===== config.mk =====
export PLATFORM = sky130hd
export DESIGN_NAME = multicycle_control
export DESIGN_NICKNAME = d
export VERILOG_FILES = /design/src/rtl/multicycle_control.sv
export SDC_FILE = /design/constraint.sdc
export NUM_CORES = 1
export LEC_CHECK = 0
export CAP_MARGIN = 30
export CORE_ASPECT_RATIO = 0.8
export CORE_MARGIN = 2
export CORE_UTILIZATION = 40
export DETAILED_ROUTE_END_ITERATION = 16
export PLACE_DENSITY = 0.85
export SYNTH_ARGS = -nofsm -noshare
export SYNTH_HDL_FRONTEND = slang
export SYNTH_SLANG_ARGS = --single-unit

===== constraint.sdc =====
create_clock -name clk -period 1.8 [get_ports clk]
set_input_delay 0.36 -clock clk [delete_from_list [all_inputs] [get_ports clk]]
set_output_delay 0.36 -clock clk [all_outputs]
set_load 0.02 [all_outputs]

===== src/rtl/multicycle_control.sv =====
// Multi-cycle main controller: sequences fetch/decode/execute/memory/writeback
// for base MIPS ops plus brv, jmxor, nandi, blezal, jalpc and baln.
// Optional feature macro: ILLEGAL_TRAP_EN (undecoded ops park in a sticky TRAP state).
// blezal/baln share one branch state and alu/nandi writeback share one state; a
// variant bit captured in DECODE picks the condition flag / destination there,
// and jmxor reuses the MEMRD wait state, so every state fits in STATE_W bits.
module multicycle_control #(
    parameter int unsigned STATE_W = 4
) (
    input  logic               clk,
    input  logic               rst_n,
    input  logic [5:0]         opcode,
    input  logic [5:0]         funct,
    input  logic               zero,
    input  logic               lez,
    input  logic               neg,
    input  logic               mem_ready,
    output logic               pcwrite,
    output logic               pcwritecond,
    output logic               iord,
    output logic               memread,
    output logic               memwrite,
    output logic               irwrite,
    output logic               memtoreg,
    output logic               regdst,
    output logic               regwrite,
    output logic               alusrca,
    output logic               linkwrite,
    output logic [1:0]         alusrcb,
    output logic [2:0]         aluop,
    output logic [1:0]         pcsrc,
    output logic               illegal,
    output logic [STATE_W-1:0] dbg_state
);

    localparam logic [5:0] OP_RTYPE  = 6'b000000;
    localparam logic [5:0] OP_LW     = 6'b100011;
    localparam logic [5:0] OP_SW     = 6'b101011;
    localparam logic [5:0] OP_BEQ    = 6'b000100;
    localparam logic [5:0] OP_NANDI  = 6'b010000;
    localparam logic [5:0] OP_BLEZAL = 6'b100100;
    localparam logic [5:0] OP_J      = 6'b000010;
    localparam logic [5:0] OP_JALPC  = 6'b011111;
    localparam logic [5:0] OP_BALN   = 6'b011011;
    localparam logic [5:0] FN_BRV    = 6'b010100;
    localparam logic [5:0] FN_JMXOR  = 6'b100011;

    typedef enum logic [STATE_W-1:0] {
        S_FETCH  = STATE_W'(0),
        S_DECODE = STATE_W'(1),
        S_EXEC   = STATE_W'(2),
        S_REGWB  = STATE_W'(3),
        S_MEMADR = STATE_W'(4),
        S_MEMRD  = STATE_W'(5),
        S_MEMWB  = STATE_W'(6),
        S_MEMWR  = STATE_W'(7),
        S_BEQ    = STATE_W'(8),
        S_NANDI  = STATE_W'(9),
        S_BRCOND = STATE_W'(10),
        S_JUMP   = STATE_W'(11),
        S_JALPC  = STATE_W'(12),
        S_BRV    = STATE_W'(13),
        S_JMXWB  = STATE_W'(14)
`ifdef ILLEGAL_TRAP_EN
        , S_TRAP = STATE_W'(15)
`endif
    } state_t;

    state_t r_state;
    state_t w_next;
    logic   r_variant;
    logic   w_variant;
    logic   w_cond;
    logic   w_unused;

    // zero only qualifies pcwritecond inside the datapath
    assign w_unused  = zero;
    assign w_cond    = r_variant ? neg : lez;
    assign dbg_state = r_state;

    // State register and the variant bit latched while leaving DECODE
    always_ff @(posedge clk or negedge rst_n) begin
        if (!rst_n) begin
            r_state   <= S_FETCH;
            r_variant <= 1'b0;
        end else begin
            r_state   <= w_next;
            r_variant <= w_variant;
        end
    end

    // Next-state: memory waits hold on mem_ready, DECODE dispatches on opcode/funct
    always_comb begin
        w_next    = r_state;
        w_variant = r_variant;
        case (r_state)
            S_FETCH:  if (mem_ready) w_next = S_DECODE;
            S_DECODE: begin
                w_variant = (opcode == OP_NANDI) || (opcode == OP_BALN);
                case (opcode)
                    OP_RTYPE: begin
                        if (funct == FN_BRV)        w_next = S_BRV;
                        else if (funct == FN_JMXOR) w_next = S_MEMRD;
                        else                        w_next = S_EXEC;
                    end
                    OP_LW, OP_SW: w_next = S_MEMADR;
                    OP_BEQ:       w_next = S_BEQ;
                    OP_NANDI:     w_next = S_NANDI;
                    OP_BLEZAL,
                    OP_BALN:      w_next = S_BRCOND;
                    OP_J:         w_next = S_JUMP;
                    OP_JALPC:     w_next = S_JALPC;
`ifdef ILLEGAL_TRAP_EN
                    default:      w_next = S_TRAP;
`else
                    default:      w_next = S_FETCH;
`endif
                endcase
            end
            S_EXEC:   w_next = S_REGWB;
            S_NANDI:  w_next = S_REGWB;
            S_MEMADR: w_next = (opcode == OP_SW) ? S_MEMWR : S_MEMRD;
            S_MEMRD:  if (mem_ready) w_next = (opcode == OP_RTYPE) ? S_JMXWB : S_MEMWB;
            S_MEMWR:  if (mem_ready) w_next = S_FETCH;
`ifdef ILLEGAL_TRAP_EN
            S_TRAP:   w_next = S_TRAP;
`endif
            default:  w_next = S_FETCH;
        endcase
    end

    // Datapath controls decoded from the state register, all forced low in reset
    always_comb begin
        pcwrite     = 1'b0;
        pcwritecond = 1'b0;
        iord        = 1'b0;
        memread     = 1'b0;
        memwrite    = 1'b0;
        irwrite     = 1'b0;
        memtoreg    = 1'b0;
        regdst      = 1'b0;
        regwrite    = 1'b0;
        alusrca     = 1'b0;
        linkwrite   = 1'b0;
        alusrcb     = 2'b00;
        aluop       = 3'b000;
        pcsrc       = 2'b00;
        illegal     = 1'b0;
        if (rst_n) begin
            case (r_state)
                S_FETCH: begin
                    memread = 1'b1;
                    alusrcb = 2'b01;
                    irwrite = mem_ready;
                    pcwrite = mem_ready;
                end
                S_DECODE: alusrcb = 2'b11;
                S_EXEC: begin
                    alusrca = 1'b1;
                    aluop   = 3'b010;
                end
                S_REGWB: begin
                    regdst   = ~r_variant;
                    regwrite = 1'b1;
                end
                S_MEMADR: begin
                    alusrca = 1'b1;
                    alusrcb = 2'b10;
                end
                S_MEMRD: begin
                    iord    = 1'b1;
                    memread = 1'b1;
                end
                S_MEMWB: begin
                    memtoreg = 1'b1;
                    regwrite = 1'b1;
                end
                S_MEMWR: begin
                    iord     = 1'b1;
                    memwrite = 1'b1;
                end
                S_BEQ: begin
                    alusrca     = 1'b1;
                    aluop       = 3'b001;
                    pcsrc       = 2'b01;
                    pcwritecond = 1'b1;
                end
                S_NANDI: begin
                    alusrca = 1'b1;
                    alusrcb = 2'b10;
                    aluop   = 3'b011;
                end
                S_BRCOND: begin
                    pcsrc       = 2'b01;
                    pcwritecond = w_cond;
                    linkwrite   = w_cond;
                    regwrite    = w_cond;
                end
                S_JUMP: begin
                    pcsrc   = 2'b10;
                    pcwrite = 1'b1;
                end
                S_JALPC: begin
                    pcsrc     = 2'b01;
                    pcwrite   = 1'b1;
                    linkwrite = 1'b1;
                    regwrite  = 1'b1;
                end
                S_BRV: begin
                    pcsrc   = 2'b11;
                    pcwrite = 1'b1;
                end
                S_JMXWB: begin
                    aluop     = 3'b100;
                    pcsrc     = 2'b11;
                    pcwrite   = 1'b1;
                    linkwrite = 1'b1;
                    regwrite  = 1'b1;
                end
`ifdef ILLEGAL_TRAP_EN
                S_TRAP: illegal = 1'b1;
`endif
                default: ;
            endcase
        end
    end

endmodule

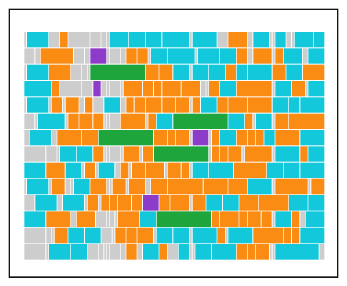
**Above:** placement by cell class.
Scale: 6 px per um. Fill, decap, tap and diode cells in gray.
| color | class | cells | share of their area |
|---|---|---|---|
| cyan | other buffers and delay cells | 80 | 43% |
| purple | clock drivers and dummy loads | 4 | 1.6% |
| orange | combinational and other logic | 111 | 47% |
| green | flops | 5 | 7.8% |
Cell Rows: 14
area of the core: 0.00191 mm^2
fin util: 85.6%
design area: 0.00163 mm^2
flop share of the area: 7.66%

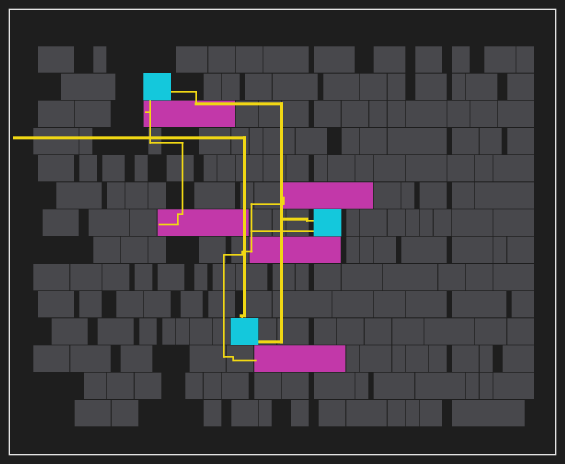
**Above:** clock wires, drivers and flops.
Scale: 10 px per um.
[yellow] clock wires | length: 144 um
[cyan] clock drivers | count: 3
[magenta] flip-flops | count: 5
flops lie: center
share of total power in the clock network: 9.6%
Clock net power: 143 uW
skew final: 6.71 ps
clk latency late pin: 260 ps

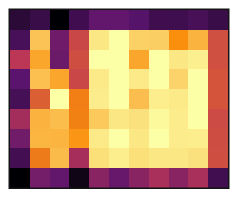
**Above:** placement density heat map.
Scale: 4 px per um. The die is cut into 11 by 9 equal tiles; black is low, pale yellow is high, 0 to 100% covered.
fullest tile: 100%
emptiest ninth of the die: north-west
nearly empty tiles: 2.0%
tiles over 75% full: 54%
mean over tiles: 66%
Init Core Util: 42.7%

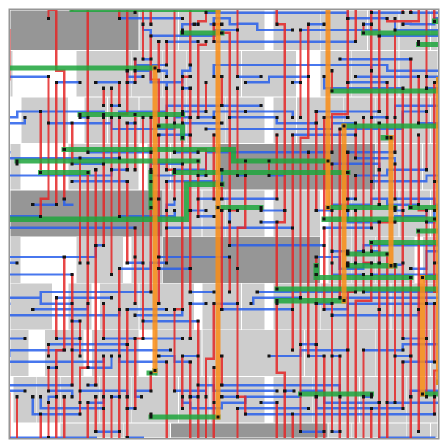
**Above:** close-up of the layout.
Region (15, 10) to (40, 35) um. Cells in gray, sequential cells in the stronger gray; small squares are vias.
| color | layer |
|---|---|
| red | metal 2 |
| green | metal 3 |
| orange | metal 4 |
| blue | metal 1 |
most frequent: buf_4 (13), nand2_1 (6), nor2_1 (6)
netlist names of flops here include: dbg_state (3), r_variant (1)
sequential cells in the window: 4
cells with their middle in the window: 70

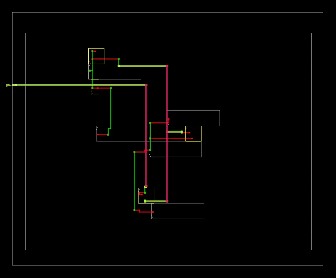
**Above:** clock nets.
# clk buffers: 4
clock sink count: 5
flip-flops: 5
CTS buffer count: 3

==> out/metrics.yaml <==
status: "finished, violations left"
violations: "negative setup slack"
clkCellAreaFrac_pct: 1.61
syn_to_final_growth_pct: 100
peakVddDrop_mv: 0.777
route.met2.wl_mm: 1.81
leakagePower_uw: 0.000776
period_minus_slack_ps: 1970
ys_seq_share_pct: 15.3
die_w_um: 54.5
ant_nets: 0
mostFrequentLayoutCells: "41 x buf_4, 12 x nor2_1, 12 x nand2_1, 12 x buf_6, 11 x clkdlybuf4s50_1"
setup_slack_ps: -166
drive_gt1_share_pct: 45.5
final_hold_viol_count: 0
ys_sh_mux_pct: 2.76
taps: 24
p_comb_share_pct: 79.0
synth_top_area_share_pct: 15.3
setup_viol: 10
netlist_area_um2: 816
criticalPathCategory: "flip-flop to primary output"
wl_per_cell_um: 16.2
yosys_area_um2: 816
crit_path_end: "regwrite"
timing.hold.ws_ps: 239
firstDrtPassIters: 4
antenna_found_initial: 1
r2r_end: "r_variant"
first_global_vias: 1122
comb-cell-share_pct: 45.6
vias_per_cell: 5.87
regArea_um2: 125
required_ps: 1440
yosys_warnings: 0
numPortBuffers: 38
most_common_cell: "nor2_1"
syn_avg_cell_area_um2: 6.47
routed.top_layer: "met4"
startpoint: "r_variant"
yosys-top-cells-count: "15 x nor2_1, 14 x nand2_1, 11 x a21oi_1"
reg2reg_depth: 5
hp-class: "input pin to async pin"
r2r-start: "dbg_state[3]"
cts_resized: 97
logic_area_um2: 744
hpwl_mm: 2.18
wirelength_mm: 3.63
cts_buffer_depth: 2
simple_gate_share_pct: 46.2
switching_power_uw: 676
switching_share_pct: 45.2
finalSetupTns_ps: -576
grt_pass1_wl_mm: 4.69
ys_cells: 126
slew_viol_final: 0
track_usage_pct: 27.1
synth.cellmix.compoundShare_pct: 24.7
total_power_uw: 1490
cap_violations: 0
syn-instance-count: 126
yosysUniqueCellTypes: 42
die_h_um: 44.4
power_frac_seq_pct: 11.5
cts_hold_buf: 0
yosys.area_share.adder_pct: 0
top_area_cell_class: "multi-input combinational cells"
grt_max_degree: 15
synthArstFlopShare_pct: 100
synthFlopType: "dfrtp_1"
yosys.area.top_type: "dfrtp_1"
crit_path_max_fanout: 2
htreeDepth: 1
ys_ff: 5
chip_area_mm2: 0.00242
drt_iter0_markers: 60
clockRootBuffer: "clkbuf_4"
cts_tree: "done"
vias: 1314
met3_length_um: 324
rsz0062_at_grt: "true"
overflow: 0
n_all_inverters: 3
synth-edff-count: 0
placed_area_mm2: 0.00146
dp.cells: 213
powerDensity_mw_per_mm2: 915
[power by group through the flow]
stage,sequential [uW],combinational (uW),clock [uW]
final,171,1180,143
after floorplan,192,461,0
after global routing,174,1250,149
after detailed placement,165,917,0
after global placement,161,897,0
after CTS,169,990,141
[critical path, cell delays in order (launching register included)]
cell	delay [ps]
dfrtp_1	410
mux2_4	340
a21oi_4	170
o21ai_2	70
a22o_1	220
buf_6	140
[metal layers]
metal  up-vias  GRT usage (%)
li1        603              -
met5         -              0
met2        98           49.9
met3        24           5.07
met4         0           11.5
met1       589           29.9
[state kept, by name (all words and copies together) (netlist names)]
| register | cells |
|---|---|
| dbg_state | 4 |
| r_variant | 1 |
Power figures rest on the tool's default switching activity, not on a simulated workload.
